==> run_1/final_congestion.png <==
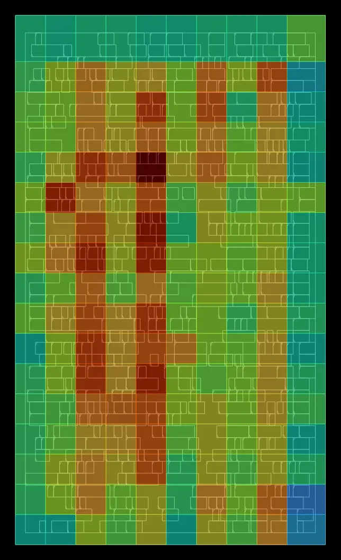
==> run_1/met3.png <==
Bar = 20 µm.
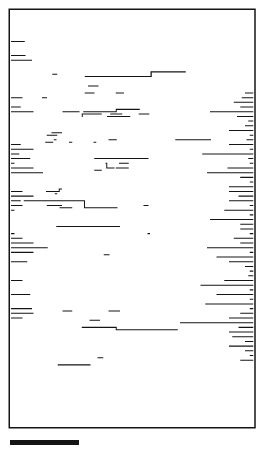
==> run_1/gate_families.png <==
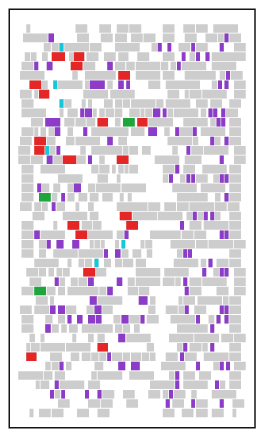
<file path="src/rtl/instr_fetch_unit_pkg.sv">
// Shared definitions for the instruction fetch unit: FSM state encoding,
// the NOP word used on fetch abort, IR field positions and the PC step.
package instr_fetch_unit_pkg;

    typedef enum logic [1:0] {
        S_IDLE = 2'd0,
        S_REQ  = 2'd1,
        S_HOLD = 2'd2
    } fetch_state_e;

    localparam logic [31:0] NOP_INST = 32'h0000_0000;   // sll $0,$0,0
    localparam logic [31:0] PC_STEP  = 32'd4;
    localparam int          OP_MSB   = 31;
    localparam int          OP_LSB   = 26;
    localparam int          FUN_MSB  = 5;
    localparam int          FUN_LSB  = 0;

    // Fetch addresses are word aligned; stray low bits are dropped, not trapped.
    function automatic logic [31:0] align_pc(input logic [31:0] pc);
        return pc & ~32'd3;
    endfunction

endpackage

</file>
<file path="src/rtl/instr_fetch_unit_if.sv">
// Fetch unit bus bundle: memory request/response, IR presentation to the
// control decoder, and the retire/redirect feedback from execute.
// master = fetch unit side, slave = memory/control side.
interface instr_fetch_unit_if;

    logic        MIO_ready;
    logic [31:0] inst_in;
    logic        mem_req;
    logic [31:0] PC_out;
    logic [31:0] inst_out;
    logic [5:0]  OPcode;
    logic [5:0]  Fun;
    logic        ir_valid;
    logic        inst_done;
    logic        redirect;
    logic [31:0] redirect_pc;
    logic        fetch_err;

    modport master (
        input  MIO_ready, inst_in, inst_done, redirect, redirect_pc,
        output mem_req, PC_out, inst_out, OPcode, Fun, ir_valid, fetch_err
    );

    modport slave (
        output MIO_ready, inst_in, inst_done, redirect, redirect_pc,
        input  mem_req, PC_out, inst_out, OPcode, Fun, ir_valid, fetch_err
    );

endinterface

</file>
<file path="src/rtl/instr_fetch_unit_timeout_ctr.sv">
// fetch_timeout_ctr: counts consecutive S_REQ cycles and flags the cycle in
// which the request has been outstanding for TIMEOUT cycles. The count is
// held at zero whenever the FSM is outside S_REQ, so every entry starts fresh.
module fetch_timeout_ctr #(
    parameter int TIMEOUT = 16
) (
    input  logic clk,
    input  logic rst,
    input  logic in_req,
    output logic expired
);

    localparam int CW = (TIMEOUT > 1) ? $clog2(TIMEOUT) : 1;

    logic [CW-1:0] cnt;

    // Count while requesting, clear otherwise.
    always_ff @(posedge clk) begin
        if (rst || !in_req) cnt <= '0;
        else                cnt <= cnt + 1'b1;
    end

    assign expired = in_req && (cnt == CW'(TIMEOUT - 1));

endmodule

</file>
<file path="src/rtl/instr_fetch_unit.sv">
// instr_fetch_unit: multi-cycle fetch stage. Holds PC, requests a word over
// MIO, latches it into IR and presents OPcode/Fun until execute retires it.
// Optional build macro FETCH_TIMEOUT_EN: abort a stalled request after
// TIMEOUT cycles, retire a NOP in its place and pulse fetch_err.
module instr_fetch_unit
    import instr_fetch_unit_pkg::*;
#(
    parameter logic [31:0] RESET_PC = 32'h0000_0000,
    parameter int          TIMEOUT  = 16
) (
    input  logic                  clk,
    input  logic                  rst,
    instr_fetch_unit_if.master    bus
);

    if ((RESET_PC[1:0] != 2'b00) || (TIMEOUT < 1)) begin : g_cfg_check
        $error("instr_fetch_unit: RESET_PC must be word aligned and TIMEOUT >= 1");
    end

    fetch_state_e state_q, state_d;
    logic [31:0]  pc_q, pc_d;
    logic [31:0]  ir_q, ir_d;
    logic         ir_valid_q;
    logic         err_q, err_d;
    logic         timeout_hit;

`ifdef FETCH_TIMEOUT_EN
    fetch_timeout_ctr #(.TIMEOUT(TIMEOUT)) u_timeout (
        .clk     (clk),
        .rst     (rst),
        .in_req  (state_q == S_REQ),
        .expired (timeout_hit)
    );
`else
    assign timeout_hit = 1'b0;
`endif

    // Next-state logic: each state reacts only to its own event.
    always_comb begin
        state_d = state_q;
        pc_d    = pc_q;
        ir_d    = ir_q;
        err_d   = 1'b0;
        case (state_q)
            S_IDLE: state_d = S_REQ;
            S_REQ: begin
                if (bus.MIO_ready) begin
                    ir_d    = bus.inst_in;
                    state_d = S_HOLD;
                end else if (timeout_hit) begin
                    ir_d    = NOP_INST;
                    err_d   = 1'b1;
                    state_d = S_HOLD;
                end
            end
            S_HOLD: begin
                if (bus.inst_done) begin
                    pc_d    = bus.redirect ? align_pc(bus.redirect_pc) : pc_q + PC_STEP;
                    state_d = S_REQ;
                end
            end
            default: state_d = S_IDLE;
        endcase
    end

    // State, PC, IR and registered status flags.
    always_ff @(posedge clk) begin
        if (rst) begin
            state_q    <= S_IDLE;
            pc_q       <= RESET_PC;
            ir_q       <= '0;
            ir_valid_q <= 1'b0;
            err_q      <= 1'b0;
        end else begin
            state_q    <= state_d;
            pc_q       <= pc_d;
            ir_q       <= ir_d;
            ir_valid_q <= (state_d == S_HOLD);
            err_q      <= err_d;
        end
    end

    assign bus.mem_req   = (state_q == S_REQ);
    assign bus.PC_out    = pc_q;
    assign bus.inst_out  = ir_q;
    assign bus.OPcode    = ir_q[OP_MSB:OP_LSB];
    assign bus.Fun       = ir_q[FUN_MSB:FUN_LSB];
    assign bus.ir_valid  = ir_valid_q;
    assign bus.fetch_err = err_q;

endmodule

</file>
<file path="src/flat_wrapper.sv">
// flat-port wrapper written by rule: the top's interface ports become plain ports
module instr_fetch_unit_flat import instr_fetch_unit_pkg::*;
#(
    parameter logic [31:0] RESET_PC = 32'h0000_0000,
    parameter int          TIMEOUT  = 16
)
  (clk, rst, bus_MIO_ready, bus_inst_in, bus_inst_done, bus_redirect, bus_redirect_pc, bus_mem_req, bus_PC_out, bus_inst_out, bus_OPcode, bus_Fun, bus_ir_valid, bus_fetch_err);
  instr_fetch_unit_if bus_i ();
  input  logic clk;
  input  logic rst;
  input wire logic [$bits(bus_i.MIO_ready)-1:0] bus_MIO_ready;
  input wire logic [$bits(bus_i.inst_in)-1:0] bus_inst_in;
  input wire logic [$bits(bus_i.inst_done)-1:0] bus_inst_done;
  input wire logic [$bits(bus_i.redirect)-1:0] bus_redirect;
  input wire logic [$bits(bus_i.redirect_pc)-1:0] bus_redirect_pc;
  output wire logic [$bits(bus_i.mem_req)-1:0] bus_mem_req;
  output wire logic [$bits(bus_i.PC_out)-1:0] bus_PC_out;
  output wire logic [$bits(bus_i.inst_out)-1:0] bus_inst_out;
  output wire logic [$bits(bus_i.OPcode)-1:0] bus_OPcode;
  output wire logic [$bits(bus_i.Fun)-1:0] bus_Fun;
  output wire logic [$bits(bus_i.ir_valid)-1:0] bus_ir_valid;
  output wire logic [$bits(bus_i.fetch_err)-1:0] bus_fetch_err;
  assign bus_i.MIO_ready = bus_MIO_ready;
  assign bus_i.inst_in = bus_inst_in;
  assign bus_i.inst_done = bus_inst_done;
  assign bus_i.redirect = bus_redirect;
  assign bus_i.redirect_pc = bus_redirect_pc;
  assign bus_mem_req = bus_i.mem_req;
  assign bus_PC_out = bus_i.PC_out;
  assign bus_inst_out = bus_i.inst_out;
  assign bus_OPcode = bus_i.OPcode;
  assign bus_Fun = bus_i.Fun;
  assign bus_ir_valid = bus_i.ir_valid;
  assign bus_fetch_err = bus_i.fetch_err;
  instr_fetch_unit #(.RESET_PC(RESET_PC), .TIMEOUT(TIMEOUT)) u_core (.clk(clk), .rst(rst), .bus(bus_i));
endmodule
</file>
<file path="config.mk">
export PLATFORM = sky130hd
export DESIGN_NAME = instr_fetch_unit_flat
export DESIGN_NICKNAME = d
export VERILOG_FILES = /design/src/rtl/instr_fetch_unit_pkg.sv /design/src/rtl/instr_fetch_unit_if.sv /design/src/rtl/instr_fetch_unit_timeout_ctr.sv /design/src/rtl/instr_fetch_unit.sv /design/src/flat_wrapper.sv
export SDC_FILE = /design/constraint.sdc
export NUM_CORES = 1
export LEC_CHECK = 0
export CAP_MARGIN = 20
export CORE_ASPECT_RATIO = 1.75
export CORE_MARGIN = 2
export CORE_UTILIZATION = 43
export DETAILED_ROUTE_END_ITERATION = 6
export PLACE_DENSITY_LB_ADDON = 0.05
export REMOVE_ABC_BUFFERS = 1
export SYNTH_ARGS = -nofsm -noshare
export SYNTH_HDL_FRONTEND = slang
export SYNTH_SLANG_ARGS = --single-unit
</file>
<file path="constraint.sdc">
create_clock -name clk -period 4.66 [get_ports clk]
set_input_delay 1.398 -clock clk [delete_from_list [all_inputs] [get_ports clk]]
set_output_delay 1.398 -clock clk [all_outputs]
set_load 0.05 [all_outputs]
</file>
==> ci_impl_report.md, run 1 <==
### Flow metrics

| Metric | Value |
|---|---|
| Final setup margin | 1.49 ns |
| Clk slew on worst S/H paths | 0.06 ns |
| Design Area, Final | 0.00505 mm² |
| Cts hold-fix bufs | 0 |
| Clock buffer depth | 2 |
| I/O pin count | 148 |
| ANT cells | 0 |
| Synth warn | 0 |
| DR vias/cell | 5.72 |
| Met3 track demand over resource | 0.0565 |
| Slowest CP cell | clkdlybuf4s50_1 |
| Actual slew at the worst max-slew pin | 0.576 ns |
| P_clk | 657 µW |
| GRT Total Usage | 0.231 |
| Root Buffer | clkbuf_16 |
| Min Hold Slack | 0.449 ns |
| Final period util | 0.680 |
| TritonCTS Sinks | 65 |
| Post-synth regs | 65 |
| Design Power | 1.53 mW |
| GP Congestion | 0.844 |
| Seq pwr | 593 µW |
| RSZ-0062 raised after global routing | false |
| Pin count of the biggest net entering global routing | 50 |
| Launch point of the worst path | u_core.state_q[0] |
| Clk_lat worst skew | 0.33 ns |
| Crit-path max FO | 6 |
| VDD IR max | 0.186 mV |
| Hold Vio Cnt, Final | 0 |
| Initial antenna violation count | 0 |
| Crit-path leading delay family | buffers and inverters |
| Syn-to-layout area delta | 50.4% |
| Worst Hold End | u_core.bus.inst_out[13] |
| Outcome | complete, no violations |
| Dpl cell area | 0.00471 mm² |
| FF-to-FF End | u_core.bus.PC_out[26] |
| Post-synth seq share | 0.387 |
| Post-route core utilization | 0.668 |
| Unique cell types | 51 |
| Critical path endpoint category | output pin |
| Top-area cell share | 0.387 |
| Die W | 70.8 µm |
| Number of enable flip-flop cells | 0 |
| Yosys stat area | 0.00336 mm² |
| Reg power frac | 0.388 |
| Top area cell types | dfxtp_1 (39%), nand2_1 (9.7%), a21oi_1 (6.3%) |
| CP startpoint kind | register |
| Placed Cells | 631 |
| Internal | 1.12 mW |
| Total wire length | 9950 µm |
| Port bufs | 142 |
| P_sw | 409 µW |
| Cell count after synthesis | 439 |
| Top-count cell post-synth | nand2_1 |
| Buffers & Inverters on Critical Path | 1 |
| First-pass GRT wire length | 15900 µm |
| Synth Area per Inst | 7.66 µm² |
| Reg2reg start | u_core.bus.PC_out[14] |
| CTS Buf Count | 9 |
| Router iterations before antenna repair | 4 |
| CP max stage delay | 0.84 ns |
| Setup bufs post-CTS | 0 |
| Max reg flops | 32 |
| ANT nets after route | 0 |
| Sw Share | 0.268 |
About final_congestion.png:
met1 usage in global routing: 0.267
routing usage on met2: 0.392
GR peak layer: met2
WL per Instance: 15.3 µm

About met3.png:
108 nets have wire on it. The wires run mostly horizontal. The layer carries 663 µm of wire.

About gate_families.png:
Key: NAND gates = purple [cells 120, most used nand2_1, where widely spread]; multiplexers = green [cells 3, most used mux2i_1]; AND-OR and OR-AND gates = red [cells 19, most used a32o_1]; inverters = cyan [cells 6, most used inv_1]
dominant logic cell type in the layout: clkdlybuf4s50_1
post-route insts no fill: 649
combinational share of cell area: 0.358

-- run 1: cell families (layout without fill, tap and decap cells) --
| kind of cell | Yosys count | in the layout | share of synthesized area |
|---|---|---|---|
| other | 1 | 3 | 0.00112 |
| AND/OR/NAND/NOR | 204 | 204 | 0.298 |
| adder cells (fa/ha/maj) | 1 | 1 | 0.00372 |
| multiplexers | 3 | 3 | 0.00893 |
| AND-OR/OR-AND | 112 | 112 | 0.225 |
| flip-flops | 65 | 65 | 0.387 |
| buffers and inverters | 53 | 173 | 0.0763 |
-- run 1: layout make-up --
cell class / count / area [µm²]
Timing Repair Buffer: 151 / 1520
Multi-Input combinational cell: 323 / 1810
Sequential cell: 65 / 1300
Clock buffer: 13 / 250
Clock inverter: 3 / 40.0
Tap cell: 88 / 110
Inverter: 6 / 22.5
Fill cell: 703 / 2510
==> run_1/met2.png <==
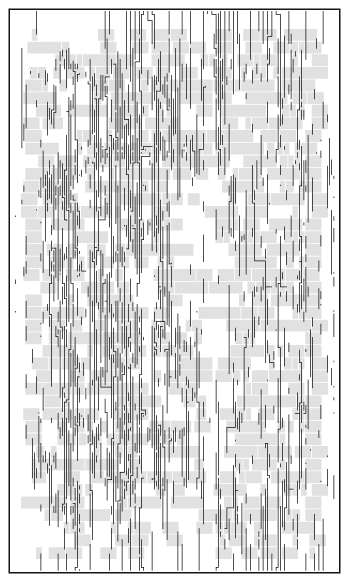

==> run 1 -> run 2 <==
CORE_UTILIZATION = 38   (was 43)
clock period = 2.7 ns   (was 4.66 ns; I/O delays follow)
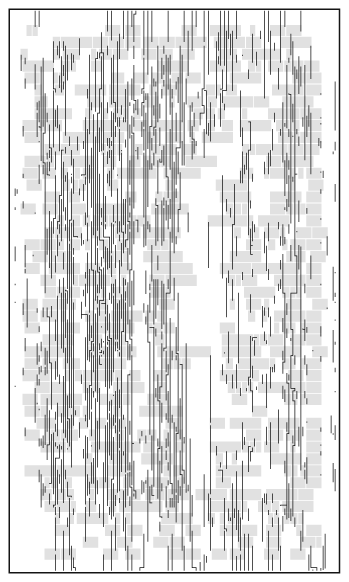
(run_2/met2.png)
537 nets have wire on it. The longest straight run is 51.0 µm. The layer carries 5270 µm of wire. The layer holds 50% of the routed length. The wires run mostly vertical.
DR vias: 3771
total wire length: 10500 µm
routing usage on met2: 0.370

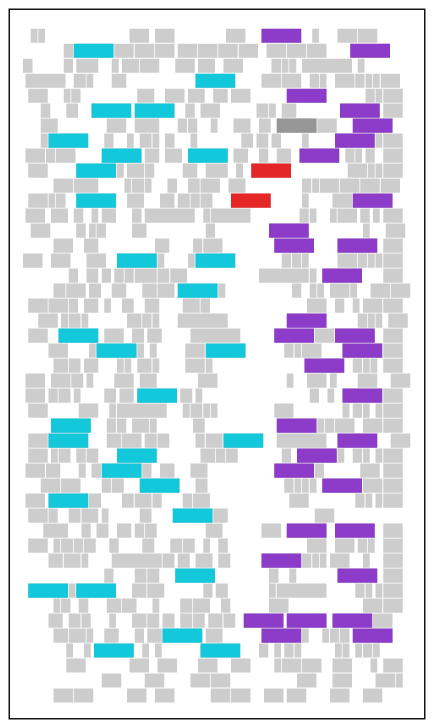
(run_2/registers.png)
Key: `u_core.state_q` = red [sequential cells 2]; `u_core.bus.inst_out` = purple [sequential cells 32, where a column on the right]; `u_core.bus.PC_out` = cyan [sequential cells 30]
Another 1 sequential cells are not colored.
register area: 0.00130 mm²
post-route core utilization: 0.591
seq pwr: 1.02 mW
Seq/total area: 0.255

==> ci_impl_report.md, run 2 <==
### Flow metrics

| Metric | Value |
|---|---|
| Outcome | complete, no violations |
| GR peak layer | met2 |
| CP startpoint kind | register |
| Crit-path leading delay family | buffers and inverters |
| WL per Instance | 15.4 µm |
| Launch point of the worst path | u_core.state_q[0] |
| Min Hold Slack | 0.451 ns |
| Router iterations before antenna repair | 5 |
| GP Congestion | 0.855 |
| Met3 Wirelength | 643 µm |
| Hold Vio Cnt, Final | 0 |
| Post-synth seq share | 0.387 |
| Worst Hold End | u_core.bus.inst_out[16] |
| Buffers & Inverters on Critical Path | 1 |
| WHS Path Cells | 2 |
| Syn-to-layout area delta | 51.5% |
| Port bufs | 142 |
| RSZ-0062 raised after global routing | false |
| Sw Share | 0.291 |
| Dpl cell area | 0.00483 mm² |
| FF-to-FF End | u_core.bus.PC_out[26] |
| Synth warn | 0 |
| Design Area, Final | 0.00509 mm² |
| VDD IR max | 0.472 mV |
| P_sw | 741 µW |
| I/O pin count | 148 |
| Met3 track demand over resource | 0.0423 |
| Pin count of the biggest net entering global routing | 47 |
| Yosys stat area | 0.00336 mm² |
| Setup bufs post-CTS | 0 |
| Setup crit end | bus_mem_req |
| Cell count after synthesis | 439 |
| Clk_lat worst skew | 0.33 ns |
| Most used flip-flop cell | dfxtp_1 |
| DR vias/cell | 5.51 |
| Post-route insts no fill | 684 |
| CTS tree | built |
| Cts hold-fix bufs | 0 |
| Post-synth regs | 65 |
| CP max stage delay | 0.83 ns |
| Internal | 1.81 mW |
| Die W | 75.1 µm |
| Top-area cell share | 0.387 |
| Top area cell types | dfxtp_1 (39%), nand2_1 (9.7%), a21oi_1 (6.3%) |
| P_clk | 1.05 mW |
| Design Power | 2.55 mW |
| Top sig layer | met4 |
| Fill count | 845 |
| Final period util | 0.956 |
| Layout Nets | 632 |
| CTS Buf Count | 9 |
| GRT Total Usage | 0.219 |
| Clock buffer depth | 2 |
| ANT nets after route | 0 |
| Top-count cell post-synth | nand2_1 |
| Slowest CP cell | clkdlybuf4s50_1 |
| First-pass GRT wire length | 16400 µm |
| Max reg flops | 32 |
| Number of enable flip-flop cells | 0 |
| Root Buffer | clkbuf_16 |
| Crit-path max FO | 6 |
| Critical path endpoint category | output pin |
| Synth Area per Inst | 7.66 µm² |
| Unique cell types | 51 |
| MI comb area | 0.00181 mm² |
| Final setup margin | 0.119 ns |
==> run 2: area by class of cell <==
class | instances | share of cell area
inverters | 6 | 0.00442
clock buffers | 10 | 0.0449
well taps | 117 | 0.0287
clock inverters | 6 | 0.00688
repair buffers | 157 | 0.304
flip-flops and latches | 65 | 0.255
multi-input cells | 323 | 0.356
==> run 2: cell families (layout without fill, tap and decap cells) <==
family          after synthesis  after routing  synth area share
other cells                   1              3           0.00112
fa+ha+maj                     1              1           0.00372
mux                           3              3           0.00893
buf+inv                      53            179            0.0763
simple gates                204            204             0.298
compound gates              112            112             0.225
flops                        65             65             0.387
==> run 2: tightest hold or removal path, stage by stage, from the launching register on <==
cell and delay, ns:
dfxtp_1 0.30, nand2_1 0.05, a21oi_1 0.05
==> run 2 -> run 3 <==
CTS_CLUSTER_SIZE = 10   (was not set)
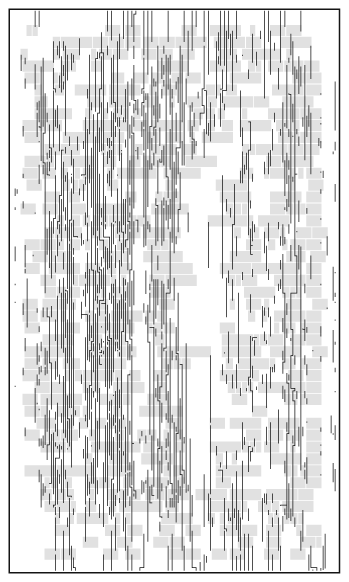
(run_3/met2.png)
The layer holds 50% of the routed length. The layer carries 5270 µm of wire. The wires run mostly vertical.

==> ci_impl_report.md, run 3 <==
### Flow metrics

| Metric | Value |
|---|---|
| TritonCTS Sinks | 65 |
| Reg power frac | 0.401 |
| ANT nets after route | 0 |
| Router iterations before antenna repair | 5 |
| P_sw | 741 µW |
| Critical path endpoint category | output pin |
| Dominant logic cell type in the layout | clkdlybuf4s50_1 |
| Post-route core utilization | 0.591 |
| Sw Share | 0.291 |
| Final setup margin | 0.119 ns |
| Combinational share of cell area | 0.356 |
| CP startpoint kind | register |
| Root Buffer | clkbuf_16 |
| XORs/XNORs by Area | 0 |
| Vias in the first global route | 3464 |
| Cts hold-fix bufs | 0 |
| Clk slew on worst S/H paths | 0.06 ns |
| Clock buffer depth | 2 |
| Top area cell types | dfxtp_1 (39%), nand2_1 (9.7%), a21oi_1 (6.3%) |
| Synth warn | 0 |
| Top-area cell share | 0.387 |
| Buffers, non-clock | 157 |
| Clk_lat worst skew | 0.33 ns |
| Yosys stat area | 0.00336 mm² |
| Initial antenna violation count | 0 |
| Seq/total area | 0.255 |
| Most used flip-flop cell | dfxtp_1 |
| I/O pin count | 148 |
| Internal | 1.81 mW |
| Die W | 75.1 µm |
| Port bufs | 142 |
| Outcome | complete, no violations |
| Top sig layer | met4 |
| Design Area, Final | 0.00509 mm² |
| Launch point of the worst path | u_core.state_q[0] |
| CP max stage delay | 0.83 ns |
| Setup bufs post-CTS | 0 |
| Layout Nets | 632 |
| Hold Vio Cnt, Final | 0 |
| Top-count cell post-synth | nand2_1 |
| Post-Synth AOI/OAI Area | 0.225 |
| Total wire length | 10500 µm |
| MI comb area | 0.00181 mm² |
| Clk_skew | 0.00764 ns |
| Syn-to-layout area delta | 51.5% |
| Buffers & Inverters on Critical Path | 1 |
| RSZ-0062 raised after global routing | false |
| DR vias | 3771 |
| Crit-path leading delay family | buffers and inverters |
| Post-synth seq share | 0.387 |
| VDD IR max | 0.472 mV |
| Non-clock buffering overhead | 0.304 |
| Final period util | 0.956 |
| CTS Buf Count | 9 |
| DR vias/cell | 5.51 |
| Synthesized area | 0.00336 mm² |
| DRC errors left | 0 |
| Comb gates | 323 |
| Mux area share | 0.00893 |
| Pin count of the biggest net entering global routing | 47 |
| FF-to-FF End | u_core.bus.PC_out[26] |
| Unique cell types | 51 |
| Adder Area Share | 0.00372 |
| GR peak layer | met2 |
| Fill count | 845 |
| Post-synth regs | 65 |
| Dpl cell area | 0.00483 mm² |
| Dominant kind of combinational cell | simple AND/OR/NAND/NOR gates |
| Top cell category | logic gates |
| Register area | 0.00130 mm² |
| Setup TNS | 0 ns |
| CTS tree | built |
| DIE AREA | 0.00965 mm² |
| Clock buffers and inverters, area share | 0.0518 |
| Layout clock buffers | 10 |
| First-pass GRT wire length | 16400 µm |
| Worst Hold End | u_core.bus.inst_out[16] |
| Actual slew at the worst max-slew pin | 0.621 ns |
| N_taps | 117 |
| Synth Area per Inst | 7.66 µm² |
| GP Congestion | 0.855 |
| Crit-path max FO | 6 |
| Sequential cells | 65 |
| Met1 usage in global routing | 0.245 |
| Simple-Gate Fraction of Synth Area | 0.298 |
| Slowest CP cell | clkdlybuf4s50_1 |
| WL per Instance | 15.4 µm |
| Reg2reg start | u_core.bus.PC_out[14] |
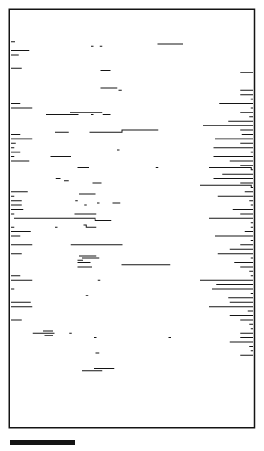
(run_3/met3.png)
Bar = 20 µm.
The wires run mostly horizontal. The longest straight run is 24.8 µm. The layer carries 643 µm of wire. The layer holds 6.1% of the routed length.
met3 track demand over resource: 0.0423

[run 3: logic make-up after synthesis]
kind of cell	after synthesis
simple gates	204
compound gates	112
flops	65
buf+inv	53
mux	3
fa+ha+maj	1
other cells	1
[run 3: stage by stage]
stage          hold slack [ns]  std cells  total power, mW
2_1_floorplan            0.539        394             1.28
5_1_grt                  0.471        684             2.65
4_1_cts                  0.452        684             2.58
3_3_place_gp             0.441        668             1.52
6_report                 0.451        684             2.55
3_5_place_dp             0.446        668             1.53
[run 3: power by group through the flow]
stage               clock network [mW]  registers [mW]  logic (mW)
detailed placement                   0            1.04       0.483
global route                      1.11            1.03       0.514
CTS                               1.07            1.02       0.486
global placement                     0            1.04       0.481
finish                            1.05            1.02       0.482
floorplan                            0            1.18       0.100
Power figures rest on the tool's default switching activity, not on a simulated workload.
